==> run_1/pdn.png <==
The bar under the picture is 20 µm long. Pins as bars on the die edge.
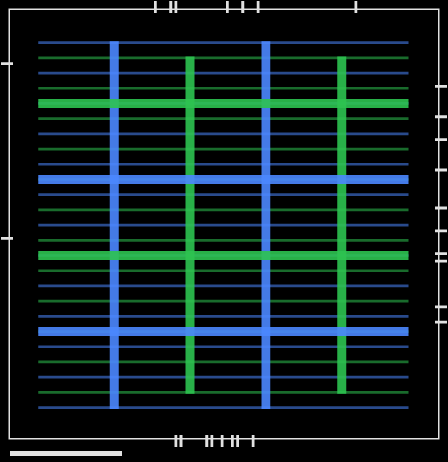
==> run_1/final_congestion.png <==
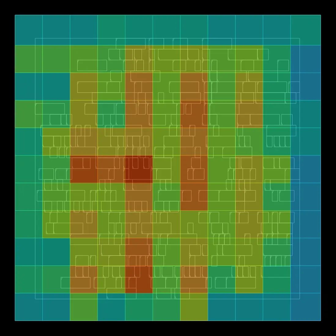
==> run_1/port_nets.png <==
The bar under the picture is 20 µm long.
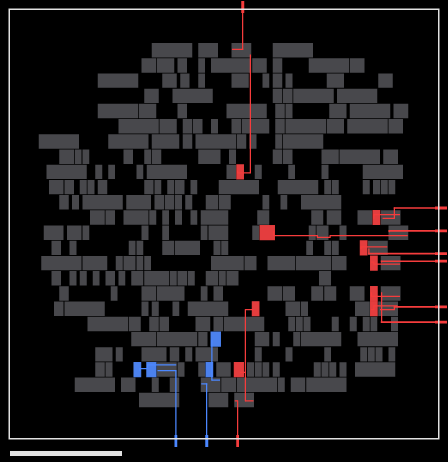
$ cat src/rtl/spi_master.sv
// SPI master: shifts one DATA_WIDTH word out on MOSI while capturing one from MISO.
// SClk, SS and MOSI are registered; MISO is sampled on the Clk edge that moves SClk.
module spi_master #(
  parameter int DATA_WIDTH = 8,
  parameter int CLK_DIV    = 4
) (
  input  logic                  Clk,
  input  logic                  Rst_n,
  input  logic [1:0]            MODE,
  input  logic                  Start,
  input  logic [DATA_WIDTH-1:0] TxData,
  output logic                  Busy,
  output logic                  Done,
  output logic [DATA_WIDTH-1:0] RxData,
  output logic                  SClk,
  output logic                  MOSI,
  output logic                  SS,
  input  logic                  MISO
);

  // state | meaning
  // IDLE  | SS high, SClk follows MODE[1], waiting for Start
  // SETUP | SS low, SClk at CPOL for CLK_DIV cycles before the first edge
  // XFER  | SClk toggles every CLK_DIV cycles, 2*DATA_WIDTH edges
  // HOLD  | SClk back at CPOL for CLK_DIV cycles, then Done
  typedef enum logic [1:0] {IDLE, SETUP, XFER, HOLD} state_e;

  localparam int EW   = $clog2(2*DATA_WIDTH+1);
  localparam int DIVW = $clog2(CLK_DIV);
  localparam logic [DIVW-1:0] DIV_LOAD  = DIVW'(CLK_DIV-1);
  localparam logic [EW-1:0]   EDGE_LOAD = EW'(2*DATA_WIDTH);

  state_e                  state_q, state_d;
  logic [1:0]              mode_q, mode_d;
  logic [DIVW-1:0]         div_q, div_d;
  logic [EW-1:0]           edge_q, edge_d;
  logic [DATA_WIDTH-1:0]   tx_sh_q, tx_sh_d;
  logic [DATA_WIDTH-1:0]   rx_sh_q, rx_sh_d;
  logic [DATA_WIDTH-1:0]   rx_data_q, rx_data_d;
  logic                    sclk_q, sclk_d;
  logic                    mosi_q, mosi_d;
  logic                    ss_q, ss_d;
  logic                    done_q, done_d;
  logic                    leading;

  always_comb begin
    state_d   = state_q;
    mode_d    = mode_q;
    div_d     = div_q;
    edge_d    = edge_q;
    tx_sh_d   = tx_sh_q;
    rx_sh_d   = rx_sh_q;
    rx_data_d = rx_data_q;
    sclk_d    = sclk_q;
    mosi_d    = mosi_q;
    ss_d      = ss_q;
    done_d    = 1'b0;
    // edge_q counts edges still to go; with an even total, an even remainder is a leading edge
    leading   = ~edge_q[0];

    unique case (state_q)
      IDLE: begin
        sclk_d = MODE[1];
        ss_d   = 1'b1;
        mosi_d = 1'b0;
        if (Start) begin
          state_d = SETUP;
          mode_d  = MODE;
          tx_sh_d = TxData;
          rx_sh_d = '0;
          div_d   = DIV_LOAD;
          edge_d  = EDGE_LOAD;
          ss_d    = 1'b0;
          mosi_d  = MODE[0] ? 1'b0 : TxData[DATA_WIDTH-1];
        end
      end
      SETUP, XFER: begin
        if (div_q == '0) begin
          div_d   = DIV_LOAD;
          edge_d  = edge_q - EW'(1);
          sclk_d  = ~sclk_q;
          state_d = (edge_q == EW'(1)) ? HOLD : XFER;
          if (leading != mode_q[0]) begin
            rx_sh_d = {rx_sh_q[DATA_WIDTH-2:0], MISO};
          end else if (mode_q[0]) begin
            mosi_d  = tx_sh_q[DATA_WIDTH-1];
            tx_sh_d = tx_sh_q << 1;
          end else if (edge_q != EW'(1)) begin
            mosi_d  = tx_sh_q[DATA_WIDTH-2];
            tx_sh_d = tx_sh_q << 1;
          end
        end else begin
          div_d = div_q - DIVW'(1);
        end
      end
      HOLD: begin
        sclk_d = mode_q[1];
        if (div_q == '0) begin
          state_d   = IDLE;
          done_d    = 1'b1;
          ss_d      = 1'b1;
          mosi_d    = 1'b0;
          rx_data_d = rx_sh_q;
        end else begin
          div_d = div_q - DIVW'(1);
        end
      end
      default: state_d = IDLE;
    endcase
  end

  always_ff @(posedge Clk) begin
    if (!Rst_n) begin
      state_q   <= IDLE;
      mode_q    <= '0;
      div_q     <= '0;
      edge_q    <= '0;
      tx_sh_q   <= '0;
      rx_sh_q   <= '0;
      rx_data_q <= '0;
      sclk_q    <= 1'b0;
      mosi_q    <= 1'b0;
      ss_q      <= 1'b1;
      done_q    <= 1'b0;
    end else begin
      state_q   <= state_d;
      mode_q    <= mode_d;
      div_q     <= div_d;
      edge_q    <= edge_d;
      tx_sh_q   <= tx_sh_d;
      rx_sh_q   <= rx_sh_d;
      rx_data_q <= rx_data_d;
      sclk_q    <= sclk_d;
      mosi_q    <= mosi_d;
      ss_q      <= ss_d;
      done_q    <= done_d;
    end
  end

  assign Busy   = (state_q != IDLE);
  assign Done   = done_q;
  assign RxData = rx_data_q;
  assign SClk   = sclk_q;
  assign MOSI   = mosi_q;
  assign SS     = ss_q;

endmodule

$ cat config.mk
export PLATFORM = sky130hd
export DESIGN_NAME = spi_master
export DESIGN_NICKNAME = d
export VERILOG_FILES = /design/src/rtl/spi_master.sv
export SDC_FILE = /design/constraint.sdc
export NUM_CORES = 1
export LEC_CHECK = 0
export ABC_AREA = 1
export ABC_CLOCK_PERIOD_IN_PS = 2600
export CELL_PAD_IN_SITES_DETAIL_PLACEMENT = 0
export CELL_PAD_IN_SITES_GLOBAL_PLACEMENT = 1
export CORE_MARGIN = 5
export CORE_UTILIZATION = 42
export DETAILED_ROUTE_END_ITERATION = 7
export HOLD_SLACK_MARGIN = 0.1
export PLACE_DENSITY = 0.82
export SYNTH_ARGS = -nofsm -noshare
export SYNTH_HDL_FRONTEND = slang
export SYNTH_SLANG_ARGS = --single-unit
$ cat constraint.sdc
create_clock -name Clk -period 2.6 [get_ports Clk]
set_input_delay 0.26 -clock Clk [delete_from_list [all_inputs] [get_ports Clk]]
set_output_delay 0.26 -clock Clk [all_outputs]
set_load 0.1 [all_outputs]
==> summary.log, run 1 <==
INFO  drt            route.met2.wl=1777µm
INFO  worst_setup_path maximum_fanout_encountered_on_the_critical_timing_path=16
INFO  synthesis      post_synth_edffs=0
INFO  final_timing   period_needed=2.016ns
INFO  synthesis      avgSynthCellArea=7.563µm²
INFO  drt            route.antenna.remaining_nets=0
INFO  drt            routed-via-count=1632
INFO  floorplanning  die_area=5861µm²
INFO  hold_path      hold-path-cell-count=2
INFO  cts            ctsResizeCount=0
INFO  final_timing   slew-limit-headroom=0.5157
INFO  synthesis      yosys_most_used_dff=dfxtp_1
INFO  cells_and_area post-route-util=0.5136
INFO  cts            numCtsBuffers=5
INFO  flow_run       openroad.warnings=29
INFO  drt            topRoutingLayerUsed=met4
INFO  cts            clk_root_buffer_cell=clkbuf_8
INFO  synthesis      synthAdderAreaFrac=0.04035
INFO  pwr            static-leakage-power=0.9691nW
INFO  cts            cts_tree=yes
INFO  pwr            cell_internal_pwr=0.001397W
INFO  grt            grt_first_pass_wirelength=7196µm
INFO  pwr            power.density_cell_area=1261nW/µm²
INFO  placed_design  pre_cts_ws=0.6293ns
INFO  pwr            power.clock.fraction=0.148
INFO  final_timing   drv_slew=0
INFO  hold_path      min_to=tx_sh_q[0]$_SDFFE_PN0P_
INFO  floorplanning  floorplan.core_util=0.4303
INFO  final_timing   finalSetupViolCount=0
INFO  placed_design  dp.final_hpwl=2912µm
INFO  grt            gr-total-overflow=0
INFO  worst_setup_path timing.critical_path.arrival=2.19ns
INFO  worst_setup_path setup.worst_path.start=state_q[0]$_SDFFE_PN0P_
INFO  synthesis      simple_gate_area_frac=0.2771
INFO  synthesis      synth.yosys.seq_area_share=0.4196
INFO  flow_run       cap_violations=0
INFO  worst_setup_path worst_r2r_path_cells=8
INFO  cells_and_area logic_area=913.4µm²
INFO  pwr            switchingPower=0.001403W
INFO  final_timing   setup_tns=0ns
INFO  cells_and_area fillerInstances=447
INFO  final_timing   worst_pin_slew=0.7238ns
INFO  worst_setup_path critical_path.reg2reg.endpoint=rx_sh_q[6]$_SDFFE_PN0P_
INFO  worst_setup_path cp-start-kind=register
INFO  cts            worst_setup_hold_path_clk_slew=0.08ns
INFO  worst_setup_path setup.worst_path.end_class=register
INFO  synthesis      synth_chip_area=1861µm²
INFO  drt            post_drt_via_cell_ratio=4.976
INFO  grt            grt_use_met3=0.03310
INFO  drt            firstDrtPassIters=4
INFO  grt            global_routing_met1_resource_utilization=0.2054
INFO  worst_setup_path timing.critical_path.required=2.78ns
INFO  final_timing   final_min_period_over_clock_period=0.7752
INFO  cts            cts.htree.levels=2
INFO  final_timing   timing.final.hold_violations=0
INFO  final_timing   fin_worst_skew=0.004845ns
INFO  synthesis      yosys_cell_count=246
INFO  drt            routed-wl-met3=172µm
INFO  pwr            power.share.combinational=0.570
INFO  cts            cts-hold-fix-buffers=0
INFO  grt            groute.layer.met2.usage=0.2192
INFO  drt            m1WireLength=2055µm
INFO  synthesis      mux_share=0
INFO  pwr            p_seq_frac=0.282
INFO  final_timing   final.setup.worst_slack=0.5844ns
INFO  final_timing   fmax=496.1MHz
INFO  synthesis      yosys_warnings=0
INFO  synthesis      synthesis.area=1861µm²
INFO  worst_setup_path cp_endpoint=rx_sh_q[6]$_SDFFE_PN0P_
INFO  grt            grt-busiest-layer=met2
INFO  run_status     outcome=completed
INFO  cells_and_area most-common-layout-cells=nand2_1 (51), dfxtp_1 (39), inv_1 (28), nor2_1 (24), a21oi_1 (18)
INFO  grt            grt_pass1_vias=1514
INFO  synthesis      synthXorXnorAreaFrac=0
INFO  synthesis      yosys-dominant-comb-family=simple AND/OR/NAND/NOR gates
INFO  pwr            swShare=0.5010
INFO  cells_and_area layout.cells.most_common=nand2_1
INFO  cells_and_area layout_cells_sized_above_1=0.1413
INFO  hold_path      worstHoldStart=tx_sh_q[0]$_SDFFE_PN0P_
INFO  cts            clock-sinks=39
INFO  grt            initial_antenna_violation_count=0
INFO  worst_setup_path setup.reg_to_reg.worst_slack=0.58ns
INFO  floorplanning  fp-row-count=24
INFO  synthesis      post_synth_ao_oa_area_fraction=0.1735
INFO  cells_and_area area.sequential=780.7µm²
INFO  cells_and_area num-nets-final=295
INFO  synthesis      synth.distinct_cells=33
INFO  drt            drc_violations_left=0
INFO  worst_setup_path r2r-start=state_q[0]$_SDFFE_PN0P_
INFO  cts            ctsLongestPathBuffers=2
INFO  grt            grt_max_degree=18
INFO  cts            cts_setup_buffers=0
INFO  synthesis      syn-instance-count=246
INFO  cells_and_area layout-area-overhead-vs-synth=19.37%
INFO  synthesis      total_of_flip_flops_plus_latches_after_synthesis=39
INFO  cells_and_area insertedDiodeCount=0
INFO  cts            clkLatencyLatePin=0.29ns
INFO  pwr            p_total=0.002800W
INFO  worst_setup_path timing.setup.critical_path_class=reg -> reg
INFO  hold_path      hold_path_class=reg -> reg
INFO  drt            number_of_design_rule_violations_left_by_the_first_detailed_router_iteration=82
INFO  drt            postRouteWirelength=4073µm
INFO  final_timing   rsz_0062_raised_after_global_routing=no
INFO  synthesis      floorplan.nets=266
INFO  synthesis      postSynth.asyncResetShare=0
INFO  placed_design  place_congestion=0.8094
## Picture notes: pdn.png
blue -> VSS
green -> VDD
rows = 24
signal pins = 27
met1 rails = 25
met4 straps = 4
met5 straps = 4
die extent in x: 76.56 µm
standard cell core area: 4324 µm²
worst ir drop on vdd: 754.5 µV

## Picture notes: final_congestion.png
Routed wire per std cell: 12.42 µm
Tot GR Track Use: 0.1481

## Picture notes: port_nets.png
blue -> `MODE`  # bits 2, direction input, end cells 4, buffers 2, wire 41.2 µm
red -> `TxData`  # bits 8, direction input, end cells 9, buffers 8, wire 177 µm
count of port buffers added during placement: 26
top-level port count: 27

-- run 1: stage by stage --
stage / instances / hold WS, ns / instance area (µm²)
after floorplan: 246 / 0.4073 / 1861
after global placement: 320 / 0.4592 / 2132
after detailed placement: 320 / 0.4563 / 2132
after CTS: 328 / 0.4763 / 2221
after global routing: 328 / 0.4896 / 2221
final: 328 / 0.4716 / 2221
-- run 1: power by group through the flow --
stage               Combinational [W]  Clock [W]  Sequential, W
CTS                           0.00161   0.000426       0.000789
finish                        0.00160   0.000414       0.000789
global route                  0.00180   0.000453       0.000801
floorplan                     0.00118          0       0.000923
detailed placement            0.00160          0       0.000801
global placement              0.00160          0       0.000801
-- run 1: cell usage after synthesis, types with 2 or more instances --
library cell	n	area [µm²]
nor3b_1	2	15.01
ha_1	6	75.07
dfxtp_1	39	780.8
and2_1	2	12.51
a21oi_1	18	90.09
o21ai_1	2	10.01
nand3_1	14	70.07
clkbuf_1	2	7.510
a22o_1	8	70.07
inv_1	28	105.1
nand2_1	51	191.4
buf_2	2	10.01
inv_2	6	22.52
nor2_4	2	22.52
o21ai_0	8	40.04
o211ai_1	2	15.01
nand2_2	4	25.02
nand4_1	7	43.79
o21a_1	6	45.04
nor2_1	24	90.09
-- run 1: final cells by class --
class | count | share of cell area
multi-input cells | 166 | 0.4113
clock inverters | 3 | 0.009014
clock buffers | 5 | 0.03099
repair buffers | 27 | 0.1059
inverters | 36 | 0.06197
well taps | 52 | 0.02930
flip-flops and latches | 39 | 0.3515
-- run 1: critical path, stage by stage (launching register included) --
cell and delay (ns):
dfxtp_1 0.36, inv_1 0.07, ha_1 0.46, inv_4 0.22
nand2_2 0.09, a21oi_4 0.32, nand2_2 0.19, nand3_1 0.11
a21oi_1 0.06
==> inputs of run 2 (changes only) <==
Settings changed: ABC_CLOCK_PERIOD_IN_PS 2600 to 1600, CORE_UTILIZATION 42 to 35, PLACE_DENSITY 0.82 to 0.72.
Clock period 2.6 ns to 1.6 ns, I/O delays scaled along.
==> run_2/density.png <==
The bar under the picture is 20 µm long. 8 x 8 tiles, from black (low) to pale yellow (high), 0 to 100% covered.
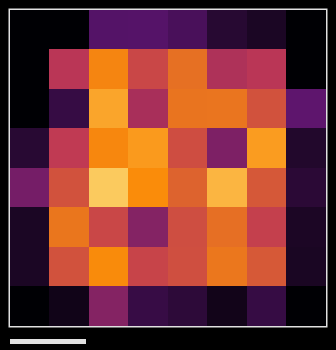
fullest tile = 89%
tiles over 75% full = 7.8%
nearly empty tiles = 13%
densest ninth of the die = centre
final core utilization: 0.5338
fp util: 0.3620

==> run_2/final_congestion.png <==
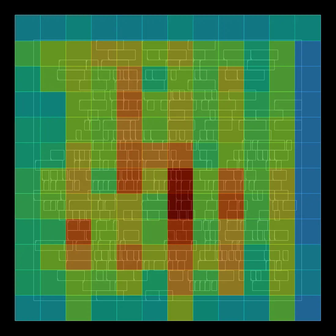
global-route met2 utilization: 0.2055
Routed wire per std cell: 12.22 µm
routing layer with the top usage in global route: met2
Tot GR Track Use: 0.1343
grt met3 use: 0.04059

==> run 2 against run 1 <==
Effect of this change:
- the flow now finishes with violations (setup timing)
- synthesized cell count is the same
- cell count grew 14%
- count of clock-buffer cells in the layout rose by 1
- global-route usage fell by 1.4 points
- sequential power is 66% higher
- flip-flop count unchanged
- worst setup slack got worse by 0.60 ns
- die size increased by 17%
- critical path type unchanged
- largest cell class unchanged
==> summary.log, run 2 <==
INFO  run_status     outcome=finished with violations
INFO  run_status     violations_in_the_final_reports=setup timing
INFO  worst_setup_path setup.reg_to_reg.worst_slack=-0.01ns
INFO  hold_path      min_to=rx_sh_q[0]$_SDFFE_PN0P_
INFO  cts            worst_setup_hold_path_clk_slew=0.08ns
INFO  synthesis      synth.distinct_cells=33
INFO  placed_design  buffer_ports.inserted=26
INFO  worst_setup_path setup.worst_path.start=state_q[0]$_SDFFE_PN0P_
INFO  cts            cts-hold-fix-buffers=0
INFO  final_timing   timing.final.hold_violations=0
INFO  final_timing   final_min_period_over_clock_period=1.008
INFO  grt            grt_pass1_vias=1601
INFO  hold_path      hold-path-cell-count=3
INFO  worst_setup_path worst_r2r_path_cells=9
INFO  floorplanning  fp.dieW=82.91µm
INFO  drt            drc_violations_left=0
INFO  worst_setup_path timing.critical_path.arrival=1.81ns
INFO  cts            cts_tree=yes
INFO  synthesis      netlist_top_cells_area=dfxtp_1 (42%), nand2_1 (10%), inv_1 (5.6%)
INFO  cells_and_area layout-area-overhead-vs-synth=47.48%
INFO  pwr            ir_worst_vdd=989.8µV
INFO  worst_setup_path timing.critical_path.required=1.79ns
INFO  hold_path      hold_path_class=in -> reg
INFO  final_timing   final.setup.worst_slack=-0.01214ns
INFO  placed_design  dp.final_hpwl=3376µm
INFO  synthesis      avgSynthCellArea=7.563µm²
INFO  grt            global_routing_met1_resource_utilization=0.1834
INFO  pwr            static-leakage-power=1.172nW
INFO  synthesis      top_area_cell=dfxtp_1
INFO  synthesis      total_of_flip_flops_plus_latches_after_synthesis=39
INFO  synthesis      synthesis.area=1861µm²
INFO  final_timing   slew-limit-headroom=0.8528
INFO  flow_run       cap_violations=0
INFO  cts            clk_root_buffer_cell=clkbuf_8
INFO  synthesis      postSynth.asyncResetShare=0
INFO  synthesis      floorplan.nets=266
INFO  drt            post_drt_via_cell_ratio=4.660
INFO  cts            cts_setup_buffers=0
INFO  grt            gr-total-overflow=0
INFO  pwr            power.density_cell_area=2099nW/µm²
INFO  final_timing   rsz_0062_raised_after_global_routing=yes
INFO  cells_and_area layout.cells.most_common=nand2_1
INFO  drt            postRouteWirelength=4557µm
INFO  synthesis      post_synth_edffs=0
INFO  worst_setup_path cp_endpoint=tx_sh_q[2]$_SDFFE_PN0P_
INFO  drt            firstDrtPassIters=4
INFO  drt            m1WireLength=2236µm
INFO  cells_and_area num-nets-final=322
INFO  synthesis      cell_types_with_the_highest_counts_after_synthesis=nand2_1 (51), dfxtp_1 (39), inv_1 (28)
INFO  synthesis      yosys_warnings=0
INFO  cells_and_area final_area=2744µm²
INFO  worst_setup_path maximum_fanout_encountered_on_the_critical_timing_path=8
INFO  cells_and_area fillerInstances=533
INFO  final_timing   period_needed=1.612ns
INFO  floorplanning  io_pins=27
INFO  flow_run       openroad.warnings=30
INFO  synthesis      most_common_cell=nand2_1
INFO  cts            numCtsBuffers=5
INFO  hold_path      worstHoldStart=MISO
INFO  cts            cts.htree.levels=2
INFO  worst_setup_path cp-start-kind=register
INFO  drt            routed-via-count=1738
INFO  drt            route.met2.wl=2098µm
INFO  synthesis      yosys_most_used_dff=dfxtp_1
INFO  final_timing   fmax=620.3MHz
INFO  cells_and_area most-common-layout-cells=nand2_1 (47), dfxtp_1 (37), buf_4 (25), inv_1 (24), nor2_1 (22)
INFO  final_timing   hold-worst-slack=0.4384ns
INFO  cts            ctsLongestPathBuffers=2
INFO  final_timing   drv_slew=0
INFO  synthesis      synth_chip_area=1861µm²
INFO  synthesis      synth.yosys.seq_area_share=0.4196
INFO  placed_design  postPlaceCellArea=2505µm²
INFO  cts            ctsResizeCount=4
INFO  grt            grt_first_pass_wirelength=7652µm
INFO  synthesis      yosys_cell_count=246
INFO  placed_design  place_congestion=0.7493
INFO  floorplanning  core-area=5140µm²
INFO  grt            grt_max_degree=14
INFO  cts            clock-sinks=39
INFO  drt            routed-wl-met3=180µm
INFO  cells_and_area layout_cells_sized_above_1=0.2805
INFO  drt            topRoutingLayerUsed=met4
INFO  floorplanning  fp-row-count=26
INFO  final_timing   finalSetupViolCount=4
INFO  cts            clkLatencyLatePin=0.29ns
INFO  drt            route.antenna.remaining_nets=0
INFO  cells_and_area insertedDiodeCount=0
INFO  floorplanning  die_area=6874µm²
==> run 2: cell counts after synthesis <==
Identical to the previous run, type by type.
==> run 2: worst max-delay path: stages, from the launching register on <==
cell	delay [ns]
dfxtp_2	0.35
inv_2	0.06
ha_4	0.35
nand2_4	0.09
a21oi_4	0.23
buf_12	0.15
buf_4	0.11
nand4_1	0.08
nand2_1	0.07
nor2_1	0.04
==> run 2: power by group <==
group          switching [W]  internal, W
Combinational        0.00215      0.00163
Sequential          0.000127      0.00118
Clock               0.000358     0.000305
==> run 2: kinds of logic (layout without fill, tap and decap cells) <==
group,count (synthesis),count (layout),share of synthesized area
AND-OR/OR-AND,50,50,0.1735
flip-flops,39,39,0.4196
buffers and inverters,41,98,0.08944
adder cells (fa/ha/maj),6,6,0.04035
AND/OR/NAND/NOR,110,110,0.2771
==> run 2: layout make-up <==
type / instances / area [µm²] / area share
clock buffers: 6 / 72.57 / 0.02645
inverters: 36 / 145.1 / 0.05290
well taps: 70 / 87.58 / 0.03192
multi-input cells: 166 / 999.7 / 0.3643
flip-flops and latches: 39 / 783.3 / 0.2855
repair buffers: 54 / 643.1 / 0.2344
clock inverters: 2 / 12.51 / 0.004560
==> run 2: per-stage QoR <==
stage / utilization / TNS (ns) / std cells / worst slack, ns / total power [W]
6_report: 0.5338 / -0.02247 / 373 / -0.01214 / 0.005761
5_1_grt: 0.5338 / -0.6471 / 373 / -0.08510 / 0.006217
4_1_cts: 0.5078 / 0 / 365 / 0.01022 / 0.005333
3_5_place_dp: 0.4873 / -1.225 / 357 / -0.1016 / 0.004558
3_3_place_gp: 0.4873 / -0.2877 / 357 / -0.03628 / 0.004540
2_1_floorplan: - / 0 / 246 / 0.006701 / 0.003522
==> inputs of run 3 (changes only) <==
Settings changed: GPL_ROUTABILITY_DRIVEN set to 0, SLEW_MARGIN set to 0.
==> run_3/density.png <==
The bar under the picture is 20 µm long. 8 x 8 tiles, from black (low) to pale yellow (high), 0 to 100% covered.
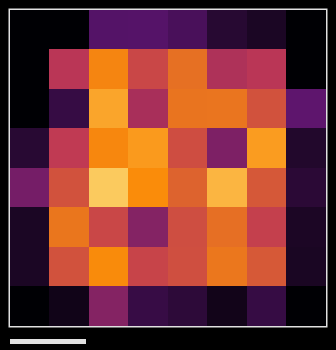
tiles over 75% full = 7.8%
mean over tiles = 39%
emptiest ninth of the die = upper left
nearly empty tiles = 13%
fullest tile = 89%
densest ninth of the die = centre
standard cell core area: 5140 µm²

==> run_3/final_congestion.png <==
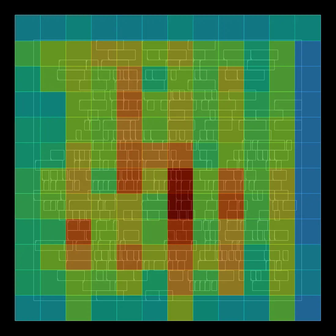
global routing met1 resource utilization: 0.1834

==> run 3 against run 2 <==
Effect of this change:
- the run still ends with setup timing left
- design area unchanged
- core utilization stayed put
- critical path depth stayed put
- non-clock buffer count unchanged
- count of clock-buffer cells in the layout stayed put
- clock skew did not move
- die size stayed put
- synthesized cell count stayed put
- sequential power barely moved
- largest power group unchanged
==> summary.log, run 3 <==
INFO  grt            grt_pass1_vias=1601
INFO  drt            route.antenna.remaining_nets=0
INFO  drt            drc_violations_left=0
INFO  worst_setup_path r2r-start=state_q[0]$_SDFFE_PN0P_
INFO  grt            grt_max_degree=14
INFO  final_timing   rsz_0062_raised_after_global_routing=yes
INFO  cells_and_area layout.area.top_class=logic gates
INFO  worst_setup_path cp-start-kind=register
INFO  placed_design  buffer_ports.inserted=26
INFO  final_timing   final.setup.worst_slack=-0.01214ns
INFO  drt            number_of_design_rule_violations_left_by_the_first_detailed_router_iteration=73
INFO  cells_and_area layout-area-overhead-vs-synth=47.48%
INFO  final_timing   slew-limit-headroom=0.8528
INFO  cells_and_area comb_area_share=0.3643
INFO  synthesis      avgSynthCellArea=7.563µm²
INFO  hold_path      hold_path_class=in -> reg
INFO  placed_design  pre_cts_ws=-0.1016ns
INFO  synthesis      most_common_cell=nand2_1
INFO  drt            postRouteWirelength=4557µm
INFO  synthesis      synth_chip_area=1861µm²
INFO  pwr            static-leakage-power=1.172nW
INFO  cells_and_area clkCellAreaFrac=0.03101
INFO  cts            worst_setup_hold_path_clk_slew=0.08ns
INFO  cells_and_area layout.cells.most_common=nand2_1
INFO  cells_and_area sh_seq_area=0.2855
INFO  cells_and_area nonClockBufferCount=54
INFO  drt            routedWlPerCell=12.22µm
INFO  cells_and_area buffer_area_frac=0.2344
INFO  drt            post_drt_via_cell_ratio=4.660
INFO  flow_run       cap_violations=0
INFO  synthesis      floorplan.nets=266
INFO  final_timing   final_min_period_over_clock_period=1.008
INFO  final_timing   hold-worst-slack=0.4384ns
INFO  synthesis      top_area_frac=0.4196
INFO  synthesis      synth.yosys.seq_area_share=0.4196
INFO  cells_and_area most-common-layout-cells=nand2_1 (47), dfxtp_1 (37), buf_4 (25), inv_1 (24), nor2_1 (22)
INFO  worst_setup_path timing.setup.critical_path_class=reg -> reg
INFO  final_timing   fmax=620.3MHz
INFO  grt            initial_antenna_violation_count=0
INFO  synthesis      postSynth.asyncResetShare=0
INFO  cells_and_area ff_count=39
INFO  floorplanning  die_area=6874µm²
INFO  cells_and_area final_area=2744µm²
INFO  placed_design  dp.final_hpwl=3376µm
INFO  final_timing   period_needed=1.612ns
INFO  placed_design  numPlacedInstances=357
INFO  floorplanning  io_pins=27
INFO  worst_setup_path maximum_fanout_encountered_on_the_critical_timing_path=8
INFO  run_status     outcome=finished with violations
INFO  cells_and_area insertedDiodeCount=0
INFO  synthesis      synthesis.area=1861µm²
INFO  worst_setup_path worstSetupPathDepth=9
INFO  cts            ctsLongestPathBuffers=2
INFO  synthesis      top_area_cell=dfxtp_1
INFO  worst_setup_path timing.critical_path.arrival=1.81ns
INFO  synthesis      yosys_cell_count=246
INFO  worst_setup_path setup.worst_path.start=state_q[0]$_SDFFE_PN0P_
INFO  pwr            ir_worst_vdd=989.8µV
INFO  flow_run       openroad.warnings=30
INFO  cells_and_area area.sequential=783.3µm²
INFO  worst_setup_path setup.reg_to_reg.worst_slack=-0.01ns
INFO  cells_and_area layout_cells_sized_above_1=0.2805
INFO  final_timing   setup_tns=-0.02247ns
INFO  worst_setup_path critical_path.reg2reg.endpoint=tx_sh_q[2]$_SDFFE_PN0P_
INFO  worst_setup_path timing.critical_path.required=1.79ns
INFO  cells_and_area clkbuf_count=6
INFO  final_timing   worst_pin_slew=0.2200ns
INFO  drt            firstDrtPassIters=4
INFO  cts            cts-hold-fix-buffers=0
INFO  synthesis      netlist_top_cells_area=dfxtp_1 (42%), nand2_1 (10%), inv_1 (5.6%)
INFO  synthesis      yosys_most_used_dff=dfxtp_1
INFO  cells_and_area comb.multi_input.count=166
INFO  cells_and_area nonClockInverterCount=36
INFO  cells_and_area logic_area=999.7µm²
INFO  synthesis      synth.distinct_cells=33
INFO  grt            grt.total_usage=0.1343
INFO  grt            grt_first_pass_wirelength=7652µm
INFO  floorplanning  tap_cells=70
INFO  worst_setup_path crit_slowest_cell=dfxtp_2
INFO  synthesis      post_synth_edffs=0
INFO  worst_setup_path critical_path.max_stage_delay=0.35ns
INFO  worst_setup_path worst_r2r_path_cells=9
INFO  floorplanning  fp.dieW=82.91µm
INFO  cts            clkLatencyLatePin=0.29ns
INFO  placed_design  postPlaceCellArea=2505µm²
INFO  worst_setup_path path_cells=inv_2 -> ha_4 -> nand2_4 -> a21oi_4 -> buf_12 -> buf_4 -> nand4_1 -> nand2_1 -> nor2_1
INFO  worst_setup_path critical-path-top-delay-family=flip-flops
INFO  grt            gr-total-overflow=0
INFO  final_timing   finalSetupViolCount=4
INFO  cts            clk_root_buffer_cell=clkbuf_8
INFO  worst_setup_path critical_path_buf_inv_count=3
INFO  run_status     violations_in_the_final_reports=setup timing
INFO  synthesis      yosys_warnings=0
INFO  cells_and_area post-route-util=0.5338
INFO  cts            cts.htree.levels=2
INFO  worst_setup_path cp_endpoint=tx_sh_q[2]$_SDFFE_PN0P_
INFO  pwr            power.density_cell_area=2099nW/µm²
INFO  cells_and_area num-nets-final=322
INFO  drt            routed-via-count=1738
INFO  pwr            p_total=0.005761W
INFO  cts            numCtsBuffers=5
INFO  cells_and_area fillerInstances=533
INFO  cells_and_area final_cell_count_no_fill=373
INFO  cts            cts_tree=yes
INFO  synthesis      syn-instance-count=246
INFO  final_timing   timing.final.hold_violations=0
INFO  floorplanning  fp-row-count=26
INFO  final_timing   fin_worst_skew=0.003472ns
INFO  floorplanning  dieHeight=82.91µm
INFO  synthesis      cell_types_with_the_highest_counts_after_synthesis=nand2_1 (51), dfxtp_1 (39), inv_1 (28)
INFO  cts            clock-sinks=39
INFO  synthesis      total_of_flip_flops_plus_latches_after_synthesis=39
INFO  worst_setup_path setup.worst_path.end_class=register
INFO  final_timing   drv_slew=0
INFO  floorplanning  floorplan.core_util=0.3620
[run 3: cell counts after synthesis]
No cell type changed its count.
[run 3: worst min path at each step]
| stage | startpoint | end | slack [ns] | depth (start not counted) |
|---|---|---|---|---|
| after global placement | tx_sh_q[0]$_SDFFE_PN0P_ | tx_sh_q[0]$_SDFFE_PN0P_ | 0.46 | 2 |
| after CTS | MISO | rx_sh_q[0]$_SDFFE_PN0P_ | 0.43 | 3 |
| after global routing | MISO | rx_sh_q[0]$_SDFFE_PN0P_ | 0.43 | 3 |
| after floorplan | TxData[0] | tx_sh_q[0]$_SDFFE_PN0P_ | 0.31 | 2 |
| final | MISO | rx_sh_q[0]$_SDFFE_PN0P_ | 0.44 | 3 |
| after detailed placement | tx_sh_q[0]$_SDFFE_PN0P_ | tx_sh_q[0]$_SDFFE_PN0P_ | 0.45 | 2 |
[run 3: what timing repair did]
| item | in CTS | in global routing |
|---|---|---|
| buffers inserted | 0 | 7 |
| pin swaps | 2 | 12 |
| gates resized | 4 | 14 |
| hold endpoints to repair | 0 | 0 |
| gates cloned | 0 | 1 |
| setup endpoints to repair | 18 | 20 |
[run 3: power by group]
group	internal [W]	switching, W	leakage, nW
Clock	0.000305	0.000358	0.0412
Combinational	0.00163	0.00215	0.812
Sequential	0.00118	0.000127	0.320
[run 3: cells by family after synthesis]
kind of cell,after synthesis,synth area share
AND-OR/OR-AND,50,0.1735
adder cells (fa/ha/maj),6,0.04035
buffers and inverters,41,0.08944
flip-flops,39,0.4196
AND/OR/NAND/NOR,110,0.2771
[run 3: metal layers]
metal	up-vias	share of wire	track usage
li1	920	-	-
met1	792	0.49	0.1834
met2	22	0.46	0.2055
met3	4	0.039	0.04059
met4	0	0.0092	0.03566
met5	-	0	0

==> screenshots <==
Cells coloured by class.
shot_01.png
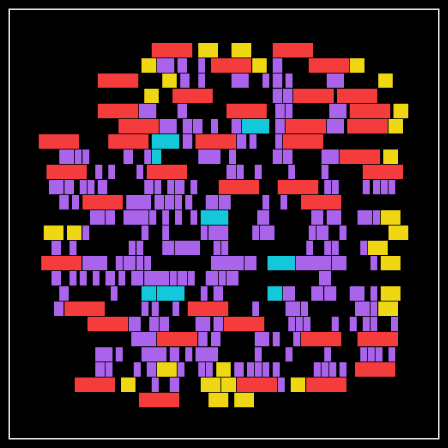
shot_02.png
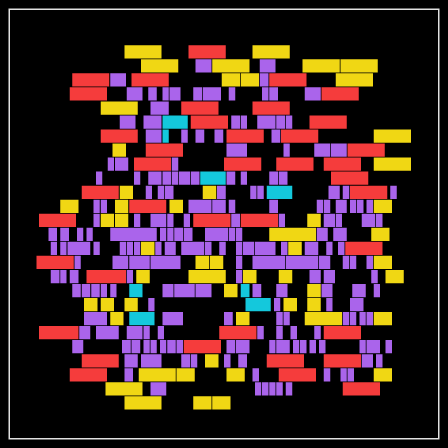
Run 1 is shot_01.png.
Run 3 is shot_02.png.

Key to shot_01.png:
purple -> all other logic  # cells 202
red -> flip-flops  # cells 39
yellow -> other buffers and delay cells  # cells 27
cyan -> clock drivers and dummy loads  # cells 8

Power is estimated from default activity; no workload was simulated.
